## config.mk

```make
export PLATFORM = sky130hd
export DESIGN_NAME = multicycle_control_unit
export DESIGN_NICKNAME = d
export VERILOG_FILES = /design/src/rtl/multicycle_control_unit.sv
export SDC_FILE = /design/constraint.sdc
export NUM_CORES = 1
export LEC_CHECK = 0
export CELL_PAD_IN_SITES_DETAIL_PLACEMENT = 0
export CELL_PAD_IN_SITES_GLOBAL_PLACEMENT = 1
export CORE_ASPECT_RATIO = 0.75
export CORE_MARGIN = 2
export CORE_UTILIZATION = 35
export DETAILED_ROUTE_END_ITERATION = 16
export PLACE_DENSITY = 0.87
export SLEW_MARGIN = 5
export SYNTH_ARGS = -nofsm -noshare
export SYNTH_HDL_FRONTEND = slang
export SYNTH_SLANG_ARGS = --single-unit
```

## constraint.sdc

```tcl
create_clock -name clk -period 3.6 [get_ports clk]
set_clock_uncertainty 0.2 [all_clocks]
set_input_delay 0.72 -clock clk [delete_from_list [all_inputs] [get_ports clk]]
set_output_delay 0.72 -clock clk [all_outputs]
set_load 0.01 [all_outputs]
```

## src/rtl/multicycle_control_unit.sv

```systemverilog
// rtl/multicycle_control_unit.sv - RV32I multi-cycle FSM sequencer with bus-timeout traps and retire counter
module multicycle_control_unit #(
  parameter int ACK_TIMEOUT = 255,
  parameter int CNT_W       = 32
) (
  input  logic             clk,
  input  logic             rst_n,
  input  logic [31:0]      instruction,
  input  logic             branch_taken,
  input  logic             imem_ack,
  input  logic             dmem_ack,
  output logic             imem_req,
  output logic             ir_write,
  output logic             dmem_req,
  output logic             dmem_we,
  output logic [2:0]       imm_sel,
  output logic [1:0]       alu_src_a,
  output logic [1:0]       alu_src_b,
  output logic [1:0]       wb_sel,
  output logic             reg_write,
  output logic             pc_write,
  output logic [1:0]       pc_sel,
  output logic             trap,
  output logic [1:0]       trap_cause,
  output logic [CNT_W-1:0] instret
);

  localparam int WAIT_W = $clog2(ACK_TIMEOUT + 1);

  localparam logic [6:0] OPC_OP     = 7'b0110011;
  localparam logic [6:0] OPC_OP_IMM = 7'b0010011;
  localparam logic [6:0] OPC_LOAD   = 7'b0000011;
  localparam logic [6:0] OPC_STORE  = 7'b0100011;
  localparam logic [6:0] OPC_BRANCH = 7'b1100011;
  localparam logic [6:0] OPC_JAL    = 7'b1101111;
  localparam logic [6:0] OPC_JALR   = 7'b1100111;
  localparam logic [6:0] OPC_LUI    = 7'b0110111;
  localparam logic [6:0] OPC_AUIPC  = 7'b0010111;
  localparam logic [6:0] OPC_FENCE  = 7'b0001111;

  typedef enum logic [2:0] {
    S_IDLE, S_FETCH, S_DECODE, S_EXECUTE, S_MEMORY, S_WRITEBACK, S_TRAP
  } state_t;

  state_t            state, next_state;
  logic [WAIT_W-1:0] wait_cnt;
  logic [1:0]        cause_q, next_cause;
  logic [CNT_W-1:0]  instret_q;
  logic [6:0]        opcode;
  logic [2:0]        imm_dec;
  logic              legal;
  logic              timed_out;
  logic              unused_instr_bits;

  assign opcode            = instruction[6:0];
  assign unused_instr_bits = ^instruction[31:7];
  // Last permitted wait cycle: an ack here still wins, otherwise we trap.
  assign timed_out         = (wait_cnt == WAIT_W'(ACK_TIMEOUT - 1));

  always_comb begin
    legal   = 1'b1;
    imm_dec = 3'd7;
    case (opcode)
      OPC_OP, OPC_FENCE:              imm_dec = 3'd7;
      OPC_OP_IMM, OPC_LOAD, OPC_JALR: imm_dec = 3'd0;
      OPC_STORE:                      imm_dec = 3'd1;
      OPC_BRANCH:                     imm_dec = 3'd2;
      OPC_LUI, OPC_AUIPC:             imm_dec = 3'd3;
      OPC_JAL:                        imm_dec = 3'd4;
      default:                        legal   = 1'b0;
    endcase
  end

  always_comb begin
    next_state = state;
    next_cause = cause_q;
    imem_req   = 1'b0;
    ir_write   = 1'b0;
    dmem_req   = 1'b0;
    dmem_we    = 1'b0;
    imm_sel    = 3'd7;
    alu_src_a  = 2'd0;
    alu_src_b  = 2'd0;
    wb_sel     = 2'd0;
    reg_write  = 1'b0;
    pc_write   = 1'b0;
    pc_sel     = 2'd0;
    case (state)
      S_IDLE: next_state = S_FETCH;
      S_FETCH: begin
        imem_req = 1'b1;
        if (imem_ack) begin
          ir_write   = 1'b1;
          next_state = S_DECODE;
        end else if (timed_out) begin
          next_state = S_TRAP;
          next_cause = 2'd2;
        end
      end
      S_DECODE: begin
        imm_sel = imm_dec;
        if (legal) begin
          next_state = S_EXECUTE;
        end else begin
          next_state = S_TRAP;
          next_cause = 2'd1;
        end
      end
      S_EXECUTE: begin
        imm_sel = imm_dec;
        case (opcode)
          OPC_OP: next_state = S_WRITEBACK;
          OPC_OP_IMM, OPC_JAL, OPC_JALR: begin
            alu_src_b  = 2'd1;
            next_state = S_WRITEBACK;
          end
          OPC_LUI: begin
            alu_src_a  = 2'd2;
            alu_src_b  = 2'd1;
            next_state = S_WRITEBACK;
          end
          OPC_AUIPC: begin
            alu_src_a  = 2'd1;
            alu_src_b  = 2'd1;
            next_state = S_WRITEBACK;
          end
          OPC_LOAD, OPC_STORE: begin
            alu_src_b  = 2'd1;
            next_state = S_MEMORY;
          end
          OPC_BRANCH: begin
            pc_write   = 1'b1;
            pc_sel     = branch_taken ? 2'd1 : 2'd0;
            next_state = S_FETCH;
          end
          default: begin
            pc_write   = 1'b1;
            next_state = S_FETCH;
          end
        endcase
      end
      S_MEMORY: begin
        imm_sel  = imm_dec;
        dmem_req = 1'b1;
        dmem_we  = (opcode == OPC_STORE);
        if (dmem_ack) begin
          if (opcode == OPC_STORE) begin
            pc_write   = 1'b1;
            next_state = S_FETCH;
          end else begin
            next_state = S_WRITEBACK;
          end
        end else if (timed_out) begin
          next_state = S_TRAP;
          next_cause = 2'd3;
        end
      end
      S_WRITEBACK: begin
        imm_sel    = imm_dec;
        reg_write  = 1'b1;
        pc_write   = 1'b1;
        next_state = S_FETCH;
        if (opcode == OPC_JAL || opcode == OPC_JALR) wb_sel = 2'd2;
        else if (opcode == OPC_LOAD)                  wb_sel = 2'd1;
        if (opcode == OPC_JAL)       pc_sel = 2'd1;
        else if (opcode == OPC_JALR) pc_sel = 2'd2;
      end
      S_TRAP: next_state = S_TRAP;
      default: next_state = S_IDLE;
    endcase
  end

  always_ff @(posedge clk or negedge rst_n) begin
    if (!rst_n) begin
      state     <= S_IDLE;
      wait_cnt  <= '0;
      cause_q   <= 2'd0;
      instret_q <= '0;
    end else begin
      state   <= next_state;
      cause_q <= next_cause;
      if (pc_write) instret_q <= instret_q + CNT_W'(1);
      if (next_state != state)
        wait_cnt <= '0;
      else if (state == S_FETCH || state == S_MEMORY)
        wait_cnt <= wait_cnt + WAIT_W'(1);
      else
        wait_cnt <= '0;
    end
  end

  assign trap       = (state == S_TRAP);
  assign trap_cause = cause_q;
  assign instret    = instret_q;

endmodule

```

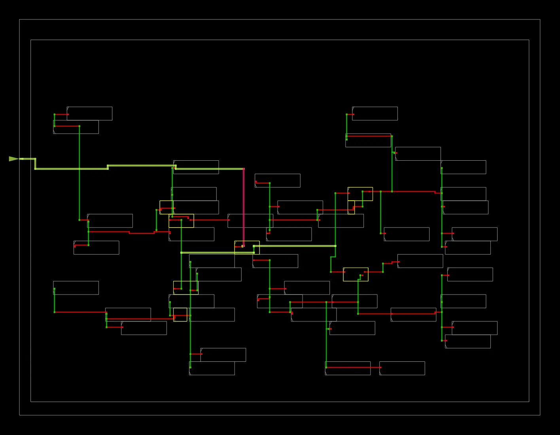
Run 1: clock wiring as the flow saved it
clk_buf instances: 6
Num CTS Buffers: 5
P_clk: 0.000308 W
Sink Count: 45
flip-flops: 45

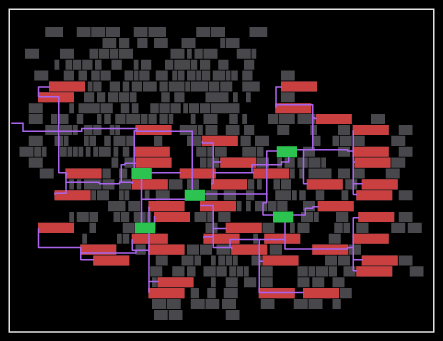
Run 1: clock network drawn from the DEF
Scale: 4 px per um.
green -> cells driving clock nets  # count 5
red -> flip-flops  # count 45
purple -> clock wires  # length 530 um
routed clock nets = 6
clk_lat worst skew: 0.29 ns
clock share of power: 19.8%

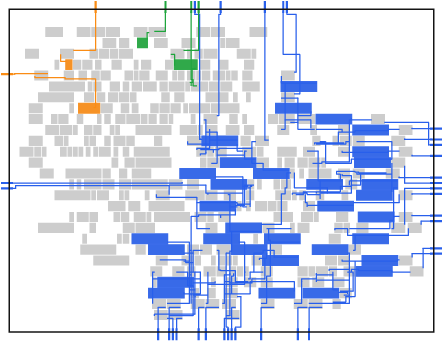
Run 1: I/O nets highlighted
Scale: 4 px per um.
orange -> `wb_sel`  # bits 2, direction output, edge 1 left, 1 top, end cells 2, buffers 2, wire 50.9 um
green -> `imm_sel`  # bits 3, direction output, edge top, end cells 3, buffers 3, wire 52.1 um
blue -> `instret`  # bits 32, direction output, edge 13 bottom, 12 right, 5 top, 2 left, end cells 32, buffers 32, wire 1,500 um
port buffer count: 62
Ports: 89

==> flow_summary.ini, run 1 <==
; implementation run metrics
[synth]
most_common_cell = dfrtp_1
ys_seq_share_pct = 41.4
numSynthFlops = 45
ys_warn_count = 0
synth.net_count = 327
syn_inst = 286
synthArstFlopShare_pct = 100

[drt]
wl_met1_um = 3420
dr.pass1.iters = 4
wl_met3_um = 449
vias = 2482
wl_per_cell_um = 15.1
drt.antenna.violating_nets = 0

[layout]
largest_reg_flops = 32
diodes = 0
layout-drive-gt1-share_pct = 11.3
layout.area.comb_mm2 = 0.00148
final_nets = 403
top_area_cell_class = logic gates
fill_cells = 718
seq_share_pct = 31.0
layout_top_cells = clkdlybuf4s50_1, dfrtp_1, xnor2_1
inverters = 14

[setup_path]
rr_startpoint = instret[0]$_DFFE_PN0P_
crit_type = input port to primary output
reg2reg_to = instret[24]$_DFFE_PN0P_
cp_slowest_cell = clkdlybuf4s50_1
r2r_setup_slack_ns = 1.06

[global_routing]
grt_overflow_total = 0
antenna_found_initial = 0
gr-usage-met2_pct = 24.9

[place]
hpwl_um = 5250
pre_cts_ws_ns = -0.0560

[clocking]
cts_max_level = 2

[power_and_ir_drop]
total_power_w = 0.00156
power.group.top = registers
combinationalPowerShare_pct = 37.2

[floorplan]
rows = 27
fp_util_pct = 36.6
die-area_mm2 = 0.00849

[timing]
finalSetupViolCount = 0
finalWorstSetupSlack_ns = 0.0826

[min_path]
worstHoldStart = instret[31]$_DFFE_PN0P_

[status]
outcome = complete, no violations

[run]
drv_cap = 0
Run 1, metal 3:
Scale: 4 px per um. Cells faint in the background.
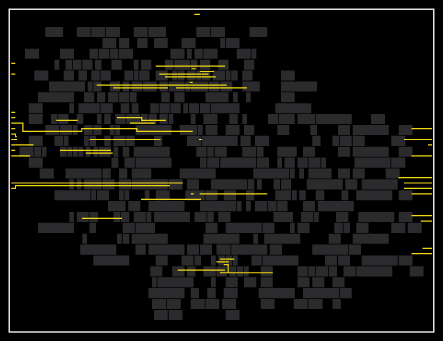

==> inputs of run 2 (changes only) <==
--- a/config.mk
+++ b/config.mk
@@ -10,8 +10,9 @@
 export CORE_ASPECT_RATIO = 0.75
 export CORE_MARGIN = 2
 export CORE_UTILIZATION = 35
+export CTS_CLUSTER_SIZE = 12
 export DETAILED_ROUTE_END_ITERATION = 16
-export PLACE_DENSITY = 0.87
+export PLACE_DENSITY_LB_ADDON = 0.1
 export SLEW_MARGIN = 5
 export SYNTH_ARGS = -nofsm -noshare
 export SYNTH_HDL_FRONTEND = slang
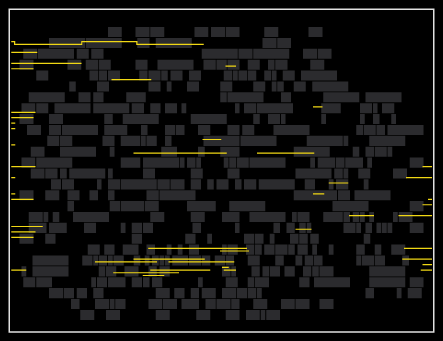
Run 2: metal 3
Scale: 4 px per um. Cells faint in the background.
nets with wire on the layer = 42
wire length on this layer = 356 um
main direction = horizontal
final wirelength: 7260 um
met3 usage in global routing: 3.81%
total number of vias: 2,434

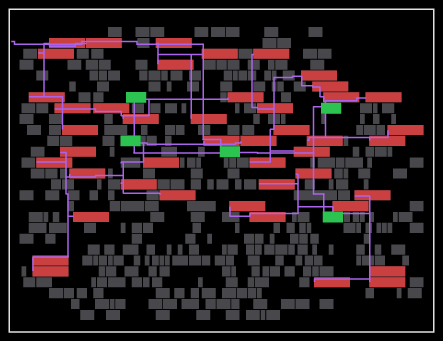
Run 2: clock network drawn from the DEF
Scale: 4 px per um.
purple -> clock wires  # length 641 um
red -> flip-flops  # count 45
green -> cells driving clock nets  # count 5
routed clock nets = 6
P_clk: 0.000404 W
clk_lat worst skew: 0.30 ns
clock share of power: 24.2%

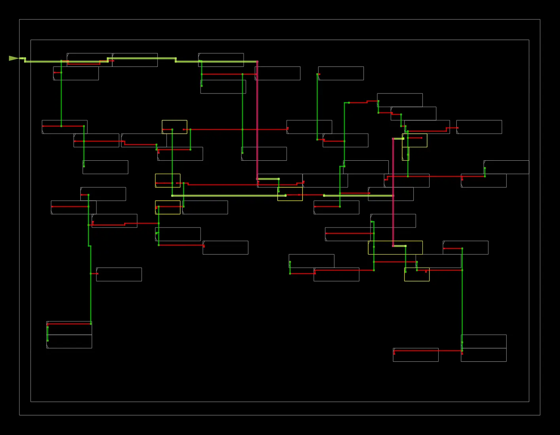
Run 2: clock wiring as the flow saved it
clk_buf instances: 7

==> flow_summary.ini, run 2 <==
; implementation run metrics
[clocking]
cts_sinks = 45
cts-buffers-inserted = 5

[global_routing]
antenna_found_initial = 0
gr-usage-met2_pct = 25.4
grt_util_met1_pct = 29.2

[drt]
wl_met1_um = 3940
wl_met3_um = 356
wl_per_cell_um = 15.6
drt.antenna.violating_nets = 0
dr.pass1.iters = 4

[status]
outcome = complete, no violations

[layout]
largest_reg_flops = 32
diodes = 0
ff_count = 45
top_area_cell_class = logic gates
inverters = 14
layout-drive-gt1-share_pct = 11.7
layout.area.comb_mm2 = 0.00147
fill_cells = 723
final_nets = 406
layout_top_cells = clkdlybuf4s50_1, dfrtp_1, xnor2_1

[setup_path]
cp_slowest_cell = clkdlybuf4s50_1
rr_startpoint = instret[0]$_DFFE_PN0P_
crit_type = input port to primary output
cp_top_family = buffers and inverters
reg2reg_to = instret[24]$_DFFE_PN0P_
arrival_ns = 2.58

[synth]
ys_seq_share_pct = 41.4
synthArstFlopShare_pct = 100
synth.net_count = 327
top_area_share_pct = 41.4
ys_warn_count = 0
numSynthFlops = 45
most_common_cell = dfrtp_1

[place]
pre_cts_ws_ns = 0.0237
portBuffers = 62

[floorplan]
fp_util_pct = 36.6
die-area_mm2 = 0.00849
io-pin-count = 89

[power_and_ir_drop]
power.group.top = registers
total_power_w = 0.00167

[timing]
finalWorstSetupSlack_ns = 0.102

[run]
drv_cap = 0

[min_path]
worstHoldStart = instret[31]$_DFFE_PN0P_
Power figures rest on the tool's default switching activity, not on a simulated workload.
